## src/rtl/pipeline_debug_controller_pkg.sv

```systemverilog
// Shared definitions for the pipeline debug controller: FSM states and dump geometry.
// Latency: n/a (types and constants only).
// Backpressure: n/a.
package pipeline_debug_controller_pkg;

  localparam int N_REGS         = 32;
  localparam int BYTES_PER_WORD = 4;
  // Registers 0..N_REGS-1 followed by one trailing cycle-count word.
  localparam int DUMP_WORDS     = N_REGS + 1;

  typedef enum logic [2:0] {
    IDLE,
    CLEAR,
    RUN,
    STEP_WAIT,
    STEP_EXEC,
    DUMP_READ,
    DUMP_SEND,
    DONE
  } state_t;

endpackage

```

## src/rtl/pipeline_debug_controller_if.sv

```systemverilog
// Debug-controller bundle: run control, halt detect, register read port, UART tx byte stream.
// Latency: n/a (wires only).
// Backpressure: tx side is valid/ready; o_tx_data holds while o_tx_valid && !i_tx_ready.
// Ports: slave = controller side (takes i_*, drives o_*); master = environment side.
interface pipeline_debug_controller_if #(
  parameter int NB_DATA = 32,
  parameter int NB_REG  = 5,
  parameter int NB_BYTE = 8
) ();

  logic               i_start;
  logic               i_mode_step;
  logic               i_step;
  logic               i_halt_detected;
  logic [NB_DATA-1:0] i_reg_data;
  logic               i_tx_ready;
  logic               o_pipeline_enable;
  logic               o_pipeline_reset;
  logic [NB_REG-1:0]  o_reg_addr;
  logic [NB_BYTE-1:0] o_tx_data;
  logic               o_tx_valid;
  logic [NB_DATA-1:0] o_cycle_count;
  logic               o_busy;
  logic               o_done;

  modport slave (
    input  i_start, i_mode_step, i_step, i_halt_detected, i_reg_data, i_tx_ready,
    output o_pipeline_enable, o_pipeline_reset, o_reg_addr, o_tx_data, o_tx_valid,
           o_cycle_count, o_busy, o_done
  );

  modport master (
    output i_start, i_mode_step, i_step, i_halt_detected, i_reg_data, i_tx_ready,
    input  o_pipeline_enable, o_pipeline_reset, o_reg_addr, o_tx_data, o_tx_valid,
           o_cycle_count, o_busy, o_done
  );

endinterface

```

## src/rtl/pipeline_debug_controller_word_serializer.sv

```systemverilog
// Splits one loaded word into bytes, least-significant first, on a valid/ready stream.
// Latency: first byte valid the cycle after i_load; one byte per accepted handshake.
// Backpressure: byte index and o_data hold while o_valid && !i_ready.
// Ports: i_load/i_word load a word; o_valid/o_data/i_ready byte stream; o_last marks the final byte.
module word_serializer
  import pipeline_debug_controller_pkg::*;
#(
  parameter int NB_DATA = 32,
  parameter int NB_BYTE = 8
) (
  input  logic               i_clock,
  input  logic               i_reset,
  input  logic               i_load,
  input  logic [NB_DATA-1:0] i_word,
  input  logic               i_ready,
  output logic               o_valid,
  output logic [NB_BYTE-1:0] o_data,
  output logic               o_last
);

  localparam int NB_IDX = $clog2(BYTES_PER_WORD);

  logic [NB_DATA-1:0] word_buf;
  logic [NB_IDX-1:0]  byte_idx;

  always_ff @(posedge i_clock) begin
    if (i_reset) begin
      word_buf <= '0;
      byte_idx <= '0;
      o_valid  <= 1'b0;
    end else if (i_load) begin
      word_buf <= i_word;
      byte_idx <= '0;
      o_valid  <= 1'b1;
    end else if (o_valid && i_ready) begin
      if (o_last) begin
        o_valid <= 1'b0;
      end else begin
        byte_idx <= byte_idx + NB_IDX'(1);
      end
    end
  end

  assign o_last = (byte_idx == NB_IDX'(BYTES_PER_WORD - 1));
  assign o_data = word_buf[NB_BYTE*int'(byte_idx) +: NB_BYTE];

endmodule

```

## src/rtl/pipeline_debug_controller.sv

```systemverilog
// Runs the pipeline continuously or single-step until HALT, then dumps registers plus cycle count over UART.
// Latency: one CLEAR cycle before execution; each dump word takes one read cycle plus four byte handshakes.
// Backpressure: dump stalls on i_tx_ready low with o_tx_data held; no input reaches an output combinationally.
// Ports: i_clock/i_reset (sync, active-high); dbg carries run control, register read port and tx stream.
module pipeline_debug_controller
  import pipeline_debug_controller_pkg::*;
#(
  parameter int NB_DATA = 32,
  parameter int NB_REG  = 5,
  parameter int NB_BYTE = 8,
  parameter int N_REGS  = pipeline_debug_controller_pkg::N_REGS
) (
  input logic                            i_clock,
  input logic                            i_reset,
  pipeline_debug_controller_if.slave     dbg
);

  localparam int NB_WIDX = $clog2(N_REGS + 1);

  state_t             state;
  state_t             next_state;
  logic               mode_step;
  logic [NB_WIDX-1:0] word_idx;
  logic [NB_DATA-1:0] cycle_count;

  logic               start_ok;
  logic               last_word;
  logic               last_accept;
  logic               ser_valid;
  logic               ser_last;
  logic [NB_DATA-1:0] load_word;

  logic               pipeline_enable;
  logic               pipeline_reset;
  logic               busy;
  logic               done;
  logic [NB_REG-1:0]  reg_addr;

  assign start_ok    = dbg.i_start && (state == IDLE || state == DONE);
  assign last_word   = (word_idx == NB_WIDX'(N_REGS));
  assign last_accept = ser_valid && dbg.i_tx_ready && ser_last;

  // State register
  always_ff @(posedge i_clock) begin
    if (i_reset) state <= IDLE;
    else         state <= next_state;
  end

  // Next-state logic
  always_comb begin
    next_state = state;
    case (state)
      IDLE, DONE: if (dbg.i_start)         next_state = CLEAR;
      CLEAR:                               next_state = mode_step ? STEP_WAIT : RUN;
      RUN:        if (dbg.i_halt_detected) next_state = DUMP_READ;
      STEP_WAIT:  if (dbg.i_step)          next_state = STEP_EXEC;
      STEP_EXEC:                           next_state = dbg.i_halt_detected ? DUMP_READ : STEP_WAIT;
      DUMP_READ:                           next_state = DUMP_SEND;
      DUMP_SEND:  if (last_accept)         next_state = last_word ? DONE : DUMP_READ;
      default:                             next_state = IDLE;
    endcase
  end

  // Outputs decoded from state (plus the registered word index)
  always_comb begin
    pipeline_enable = (state == RUN) || (state == STEP_EXEC);
    pipeline_reset  = (state == CLEAR);
    busy            = (state != IDLE) && (state != DONE);
    done            = (state == DONE);
    reg_addr        = '0;
    if (state == DUMP_READ || state == DUMP_SEND) reg_addr = NB_REG'(word_idx);
  end

  // Mode latch, cycle counter and dump word index. The count is zeroed on the
  // start edge so it already reads 0 during the CLEAR cycle.
  always_ff @(posedge i_clock) begin
    if (i_reset) begin
      mode_step   <= 1'b0;
      word_idx    <= '0;
      cycle_count <= '0;
    end else begin
      if (start_ok) begin
        mode_step   <= dbg.i_mode_step;
        word_idx    <= '0;
        cycle_count <= '0;
      end
      if (pipeline_enable && cycle_count != '1) begin
        cycle_count <= cycle_count + NB_DATA'(1);
      end
      if (state == DUMP_SEND && last_accept && !last_word) begin
        word_idx <= word_idx + NB_WIDX'(1);
      end
    end
  end

  // The word after the last register is the final cycle count.
  assign load_word = last_word ? cycle_count : dbg.i_reg_data;

  word_serializer #(
    .NB_DATA (NB_DATA),
    .NB_BYTE (NB_BYTE)
  ) u_serializer (
    .i_clock (i_clock),
    .i_reset (i_reset),
    .i_load  (state == DUMP_READ),
    .i_word  (load_word),
    .i_ready (dbg.i_tx_ready),
    .o_valid (ser_valid),
    .o_data  (dbg.o_tx_data),
    .o_last  (ser_last)
  );

  assign dbg.o_pipeline_enable = pipeline_enable;
  assign dbg.o_pipeline_reset  = pipeline_reset;
  assign dbg.o_reg_addr        = reg_addr;
  assign dbg.o_tx_valid        = ser_valid;
  assign dbg.o_cycle_count     = cycle_count;
  assign dbg.o_busy            = busy;
  assign dbg.o_done            = done;

endmodule

```

## src/flat_wrapper.sv

```systemverilog
// flat-port wrapper written by rule: the top's interface ports become plain ports
module pipeline_debug_controller_flat import pipeline_debug_controller_pkg::*;
#(
  parameter int NB_DATA = 32,
  parameter int NB_REG  = 5,
  parameter int NB_BYTE = 8,
  parameter int N_REGS  = pipeline_debug_controller_pkg::N_REGS
)
  (i_clock, i_reset, dbg_i_start, dbg_i_mode_step, dbg_i_step, dbg_i_halt_detected, dbg_i_reg_data, dbg_i_tx_ready, dbg_o_pipeline_enable, dbg_o_pipeline_reset, dbg_o_reg_addr, dbg_o_tx_data, dbg_o_tx_valid, dbg_o_cycle_count, dbg_o_busy, dbg_o_done);
  pipeline_debug_controller_if #(.NB_DATA(NB_DATA), .NB_REG(NB_REG), .NB_BYTE(NB_BYTE)) dbg_i ();
  input logic i_clock;
  input logic i_reset;
  input wire logic [$bits(dbg_i.i_start)-1:0] dbg_i_start;
  input wire logic [$bits(dbg_i.i_mode_step)-1:0] dbg_i_mode_step;
  input wire logic [$bits(dbg_i.i_step)-1:0] dbg_i_step;
  input wire logic [$bits(dbg_i.i_halt_detected)-1:0] dbg_i_halt_detected;
  input wire logic [$bits(dbg_i.i_reg_data)-1:0] dbg_i_reg_data;
  input wire logic [$bits(dbg_i.i_tx_ready)-1:0] dbg_i_tx_ready;
  output wire logic [$bits(dbg_i.o_pipeline_enable)-1:0] dbg_o_pipeline_enable;
  output wire logic [$bits(dbg_i.o_pipeline_reset)-1:0] dbg_o_pipeline_reset;
  output wire logic [$bits(dbg_i.o_reg_addr)-1:0] dbg_o_reg_addr;
  output wire logic [$bits(dbg_i.o_tx_data)-1:0] dbg_o_tx_data;
  output wire logic [$bits(dbg_i.o_tx_valid)-1:0] dbg_o_tx_valid;
  output wire logic [$bits(dbg_i.o_cycle_count)-1:0] dbg_o_cycle_count;
  output wire logic [$bits(dbg_i.o_busy)-1:0] dbg_o_busy;
  output wire logic [$bits(dbg_i.o_done)-1:0] dbg_o_done;
  assign dbg_i.i_start = dbg_i_start;
  assign dbg_i.i_mode_step = dbg_i_mode_step;
  assign dbg_i.i_step = dbg_i_step;
  assign dbg_i.i_halt_detected = dbg_i_halt_detected;
  assign dbg_i.i_reg_data = dbg_i_reg_data;
  assign dbg_i.i_tx_ready = dbg_i_tx_ready;
  assign dbg_o_pipeline_enable = dbg_i.o_pipeline_enable;
  assign dbg_o_pipeline_reset = dbg_i.o_pipeline_reset;
  assign dbg_o_reg_addr = dbg_i.o_reg_addr;
  assign dbg_o_tx_data = dbg_i.o_tx_data;
  assign dbg_o_tx_valid = dbg_i.o_tx_valid;
  assign dbg_o_cycle_count = dbg_i.o_cycle_count;
  assign dbg_o_busy = dbg_i.o_busy;
  assign dbg_o_done = dbg_i.o_done;
  pipeline_debug_controller #(.NB_DATA(NB_DATA), .NB_REG(NB_REG), .NB_BYTE(NB_BYTE), .N_REGS(N_REGS)) u_core (.i_clock(i_clock), .i_reset(i_reset), .dbg(dbg_i));
endmodule
```

## config.mk

```make
export PLATFORM = sky130hd
export DESIGN_NAME = pipeline_debug_controller_flat
export DESIGN_NICKNAME = d
export VERILOG_FILES = /design/src/rtl/pipeline_debug_controller_pkg.sv /design/src/rtl/pipeline_debug_controller_if.sv /design/src/rtl/pipeline_debug_controller_word_serializer.sv /design/src/rtl/pipeline_debug_controller.sv /design/src/flat_wrapper.sv
export SDC_FILE = /design/constraint.sdc
export NUM_CORES = 1
export LEC_CHECK = 0
export CAP_MARGIN = 20
export CORE_ASPECT_RATIO = 0.5
export CORE_MARGIN = 1
export CORE_UTILIZATION = 41
export DETAILED_ROUTE_END_ITERATION = 8
export PLACE_DENSITY = 0.67
export SYNTH_ARGS = -nofsm -noshare
export SYNTH_HDL_FRONTEND = slang
export SYNTH_SLANG_ARGS = --single-unit
```

## constraint.sdc

```tcl
create_clock -name i_clock -period 6.33 [get_ports i_clock]
set_input_delay 0.9495 -clock i_clock [delete_from_list [all_inputs] [get_ports i_clock]]
set_output_delay 0.9495 -clock i_clock [all_outputs]
set_load 0.01 [all_outputs]
```

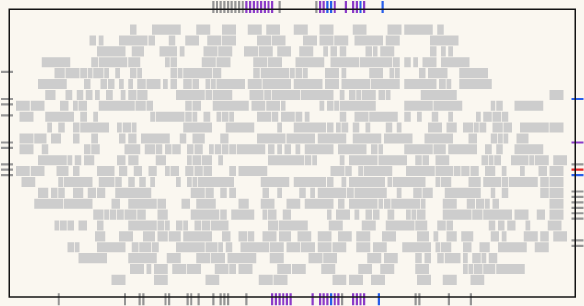
Fig. 1. Pin placement.
Scale: 4 px per um. Pins as bars across the die edge, other pins in grey.
blue -> `dbg_o_tx_data`  # pins 8, direction output, edge 4 north, 2 east, 2 south
purple -> `dbg_i_reg_data`  # pins 32, direction input, edge 16 south, 15 north, 1 east
red -> `dbg_i_tx_ready`  # pins 1, direction input, edge east
all pins by edge = 37 south, 30 north, 13 east, 9 west
die height: 71.55 um
PortBufs: 88
Die Span X: 141.1 um

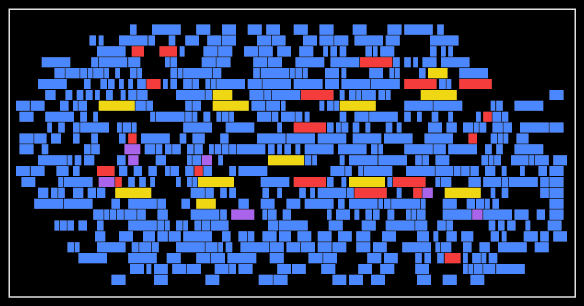
Fig. 2. Drive-strength map.
Scale: 4 px per um.
blue -> drive 1 or less  # cells 517, share 93%, most used clkdlybuf4s50_1
purple -> drive 3 to 4  # cells 7, share 1.3%, most used buf_4
yellow -> drive 6 and up  # cells 12, share 2.2%, most used clkbuf_16
red -> drive 2  # cells 19, share 3.4%, most used mux4_2
Non-CTS buffers: 92
Final WS setup: 2.932 ns

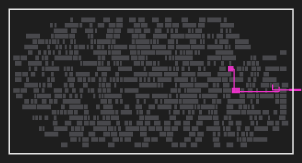
Fig. 3. Port wiring.
Scale: 2 px per um.
magenta -> `dbg_i_tx_ready`  # bits 1, direction input, edge east, end cells 3, buffers 1, wire 51.0 um
IO Count: 89

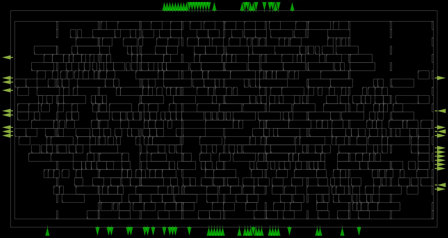
Fig. 4. Placement view.
registers: 77
Core Footprint: 9039 sq um
# Taps: 130

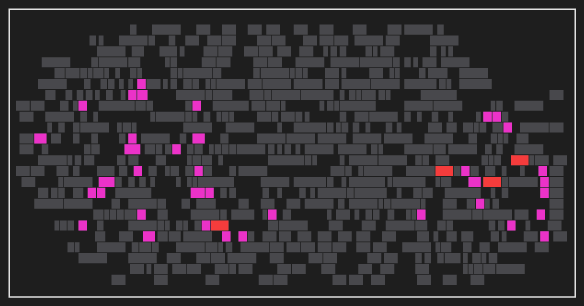
Fig. 5. Gate families picked out.
Scale: 4 px per um.
magenta -> AND and OR gates  # cells 37, most used or3_1
red -> adder and majority cells  # cells 4, most used ha_1, where east

==> flow_summary.toml <==
# physical design summary
[outcome]
status = "finished clean"

[worst_setup_path]
worstSetupPathType = "in2reg"
crit_slowest_cell = "or3_1"
rrSetupSlack_ns = 3.28
worstReg2RegEnd = "u_core.dbg.o_cycle_count[31]"
startpoint_type = "input pin"
arrival_ns = 3.67
worstPathMaxFanout = 19
r2r_cells = 7

[detailed_routing]
top_layer = "met4"
vias = 3826
via_per_inst = 5.585
avgRoutedWirePerCell_um = 17.00
final_antenna_net_count = 0
dr.first_iter.drc_count = 353
route.met2.wl_um = 5114

[placed_design]
dpl_cell_area_sq_um = 4917
gp_congestion = 0.8870
dp_cells = 670

[power]
power_combinational_mw = 0.0924
p_leak_nw = 1.937
intPower_mw = 0.8330
vdd_drop_max_mv = 0.1294
power_density_nw_per_um2 = 207.7
power_frac_seq = 0.465
p_switching_mw = 0.2462

[layout]
seq_share = 0.2967
instances_no_fill = 685
clkCellAreaFrac = 0.05370
comb_area_sq_um = 2265
logic_gates = 361
nonClkBufAreaFrac = 0.1753
num-nets-final = 594
antenna-diode-count = 0

[final_timing]
finClkSkew_ns = 0.004910
max_slew.worst_pin.slew_ns = 1.037
finalCritPeriodShare = 0.5368
setup_viol = 0
maxSlewViolCount = 0
hold_violations = 0
hold_ws_ns = 0.4487

[synth]
yosys.area.top_type = "dfxtp_1"
ys_sh_adder = 0.01262
numSynthFlops = 77
mux_share = 0.1189
yosysTopAreaCellShare = 0.3886
edf_count = 0
ys_seq_share = 0.3886
syn-cell-area_sq_um = 3966
synth_top_cell_by_count = "dfxtp_1"
synth_warnings = 0
postSynthCellCount = 477
ys_async_sr_fraction = 0

[clock_tree]
numCtsBuffers = 9
worstSkewPairLatency_ns = 0.34
cts_tree = "done"
ctsResizeCount = 0
cts_root_buffer = "clkbuf_16"
htreeDepth = 3
clockBufferDepth = 2

[worst_hold_path]
hp-class = "reg2reg"
hp-start = "u_core.u_serializer.word_buf[23]"
hold_depth = 2
worstHoldEndpoint = "u_core.u_serializer.word_buf[23]"

[die]
die_area_sq_um = 10100
core.rowCount = 24

[run]
warnings = 27

[global_route]
grt_max_degree = 42
grt-busiest-layer = "met2"
